## src/rtl/fetch_unit.sv

```systemverilog
// RV32I instruction fetch stage: program counter plus the IF/ID pipeline register.
// Flags misaligned or out-of-range fetches and counts accepted instructions.
package rv32i_pkg;
  parameter int DPW   = 32;
  parameter int Depth = 1024;
endpackage

module fetch_unit
  import rv32i_pkg::*;
#(
  parameter logic [DPW-1:0] RESET_PC  = 32'h0000_0000,
  parameter logic [DPW-1:0] NOP_INSTR = 32'h0000_0013
) (
  input  logic           clk,
  input  logic           reset,
  input  logic           StallF,
  input  logic           StallD,
  input  logic           FlushD,
  input  logic           PCSrcE,
  input  logic [DPW-1:0] PCTargetE,
  input  logic [DPW-1:0] InstrF,
  output logic [DPW-1:0] PCF,
  output logic [DPW-1:0] InstrD,
  output logic [DPW-1:0] PCD,
  output logic [DPW-1:0] PCPlus4D,
  output logic           ValidD,
  output logic           FaultD,
  output logic [31:0]    FetchCount
);

  localparam logic [DPW-1:0] LAST_ADDR = DPW'(Depth - 4);

  logic [DPW-1:0] pc_plus4_f;
  logic           fault_f;
  logic           capture;

  assign pc_plus4_f = PCF + DPW'(4);
  assign fault_f    = (PCF[1:0] != 2'b00) || (PCF > LAST_ADDR);
  assign capture    = !FlushD && !StallD;

  // Redirect outranks StallF so a taken branch is never lost.
  always_ff @(posedge clk) begin
    if (reset)
      PCF <= RESET_PC;
    else if (PCSrcE)
      PCF <= PCTargetE;
    else if (!StallF)
      PCF <= pc_plus4_f;
  end

  always_ff @(posedge clk) begin
    if (reset || FlushD) begin
      InstrD   <= NOP_INSTR;
      PCD      <= '0;
      PCPlus4D <= '0;
      ValidD   <= 1'b0;
      FaultD   <= 1'b0;
    end else if (!StallD) begin
      InstrD   <= fault_f ? NOP_INSTR : InstrF;
      PCD      <= PCF;
      PCPlus4D <= pc_plus4_f;
      ValidD   <= 1'b1;
      FaultD   <= fault_f;
    end
  end

  // Faulting fetches still occupy IF/ID, so they are counted too.
  always_ff @(posedge clk) begin
    if (reset)
      FetchCount <= '0;
    else if (capture && (FetchCount != 32'hFFFF_FFFF))
      FetchCount <= FetchCount + 32'd1;
  end

endmodule

```

## config.mk

```make
export PLATFORM = sky130hd
export DESIGN_NAME = fetch_unit
export DESIGN_NICKNAME = d
export VERILOG_FILES = /design/src/rtl/fetch_unit.sv
export SDC_FILE = /design/constraint.sdc
export NUM_CORES = 1
export LEC_CHECK = 0
export CELL_PAD_IN_SITES_DETAIL_PLACEMENT = 2
export CELL_PAD_IN_SITES_GLOBAL_PLACEMENT = 2
export CORE_UTILIZATION = 25
export CTS_BUF_LIST = sky130_fd_sc_hd__clkbuf_2
export CTS_CLUSTER_SIZE = 8
export DETAILED_ROUTE_END_ITERATION = 7
export PLACE_DENSITY = 0.79
export RECOVER_POWER = 50
export SLEW_MARGIN = 25
export SYNTH_ARGS = -nofsm -noshare
export SYNTH_HDL_FRONTEND = slang
export SYNTH_SLANG_ARGS = --single-unit
```

## constraint.sdc

```tcl
create_clock -name clk -period 2.28 [get_ports clk]
set_input_delay 0.456 -clock clk [delete_from_list [all_inputs] [get_ports clk]]
set_output_delay 0.456 -clock clk [all_outputs]
set_load 0.02 [all_outputs]
```

Fig. 1: placed standard cells
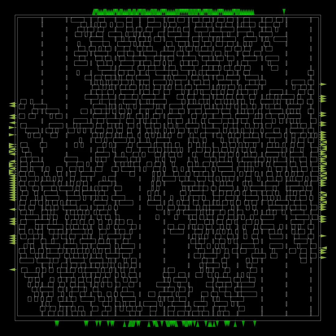
flop count: 160
Placeable Area: 28700 µm²
row count: 62
Seq/total area: 31.01%

Fig. 2: clock network drawn from the DEF
The bar under the picture is 50 µm long.
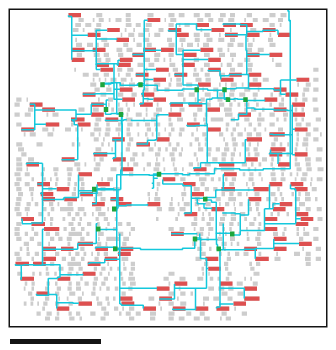
clock wires: marked cyan, length 2490 µm. flip-flops: marked red, count 160. clock drivers: marked green, count 17.
Position of the flops: all over the die.
Skew-Pair Late Insertion Delay: 0.77 ns
clock power share: 28.7%
Power Clock: 0.00154 W
skew final: 0.04695 ns

==> impl_metrics.py <==
# Synthesis and PnR figures
metrics = {
    "global_route": {
        "grt-ovfl-total": 0,
        "grt.total_usage_pct": 19.37,
        "top_usage_layer": "met2",
        "first_global_vias": 7797,
    },
    "logic_synthesis": {
        "syn_area_um2": 7289,
        "area_leaders": "dfxtp_1 44%, mux2i_1 11%, nor2_1 6.1%",
        "ys_ff": 160,
        "ys_warn_count": 0,
        "xor_share_pct": 6.849,
        "synth_area_per_cell_um2": 8.761,
        "synth-compound-area-share_pct": 11.12,
        "ys_async_sr_fraction_pct": 0,
        "ys_cells": 832,
        "postSynthSeqShare_pct": 43.94,
        "yosysTopAreaCellShare_pct": 43.94,
        "yosysTopAreaCell": "dfxtp_1",
        "yosys.area_share.simple_pct": 21.56,
        "floorplan.nets": 904,
        "fa_ha_area_share_pct": 0.3433,
        "yosys_area_um2": 7289,
        "ys_types": 43,
        "synthTopCellsByCount": "160 x dfxtp_1, 118 x nor2_1, 77 x mux2i_1",
    },
    "layout": {
        "signal_buffers": 317,
        "final_cells": 1501,
        "stdcell_area_um2": 10490,
        "buf_share_pct": 26.00,
        "finalNetCount": 1169,
        "inverters": 25,
        "fillers": 3332,
        "lay_top_cells": "149 x dlygate4sd2_1, 137 x dfxtp_1, 118 x nor2_1",
        "post-route-util_pct": 36.53,
        "largest_class": "combinational gates",
        "regArea_um2": 3252,
    },
    "place": {
        "dpl_cell_area_um2": 10450,
        "dpl.cell_count": 1461,
        "dp_slack_ns": -0.1461,
    },
    "power": {
        "switching_share_pct": 32.98,
        "internal_power_w": 0.003592,
        "comb_power_w": 0.000858,
        "p_leak_nw": 4.627,
        "p_switching_w": 0.001768,
        "p_per_area_nw_per_um2": 511.1,
        "p_comb_share_pct": 16.0,
        "ir_drop_mv": 0.2114,
        "maxPowerGroup": "sequential cells",
        "seqPwrFrac_pct": 55.3,
    },
    "drt": {
        "wl_met3_um": 1232,
        "drt_iter0_drc": 279,
        "vias_per_cell": 4.800,
        "wire_per_inst_um": 19.14,
        "route.met2.wl_um": 14680,
        "firstDrtPassIters": 4,
        "ant_nets": 0,
    },
    "timing": {
        "setup_tns_ns": 0,
        "setup_viol_count_final": 0,
        "fin_crit_ns": 2.232,
        "fin_ws_ns": 0.04764,
    },
    "clock_network": {
        "cts_hold_buf": 1,
        "cts.sinks": 160,
        "cts-root-buf": "clkbuf_2",
        "ctsResizeCount": 193,
        "numCtsBuffers": 17,
        "clk_pin_slew_ns": 0.26,
        "cts_tree": "built",
    },
    "critical_path": {
        "worstPathCellList": "nand4_1 -> clkbuf_2 -> nor4_1 -> buf_4 -> nand3_1 -> a221oi_1 -> nor3_1",
        "r2r-start": "PCF[8]",
        "startpoint": "PCF[8]",
        "path_max_fanout": 12,
        "critPathBufInv": 2,
    },
    "worst_hold_path": {
        "worstHoldEndpoint": "FetchCount[2]",
    },
    "floorplan": {
        "initial_core_util_pct": 25.40,
        "die_w_um": 172.8,
    },
    "flow_run": {
        "warning_count": 26,
    },
    "run_status": {
        "status": "finished, final reports clean",
    },
}
Power figures rest on the tool's default switching activity, not on a simulated workload.
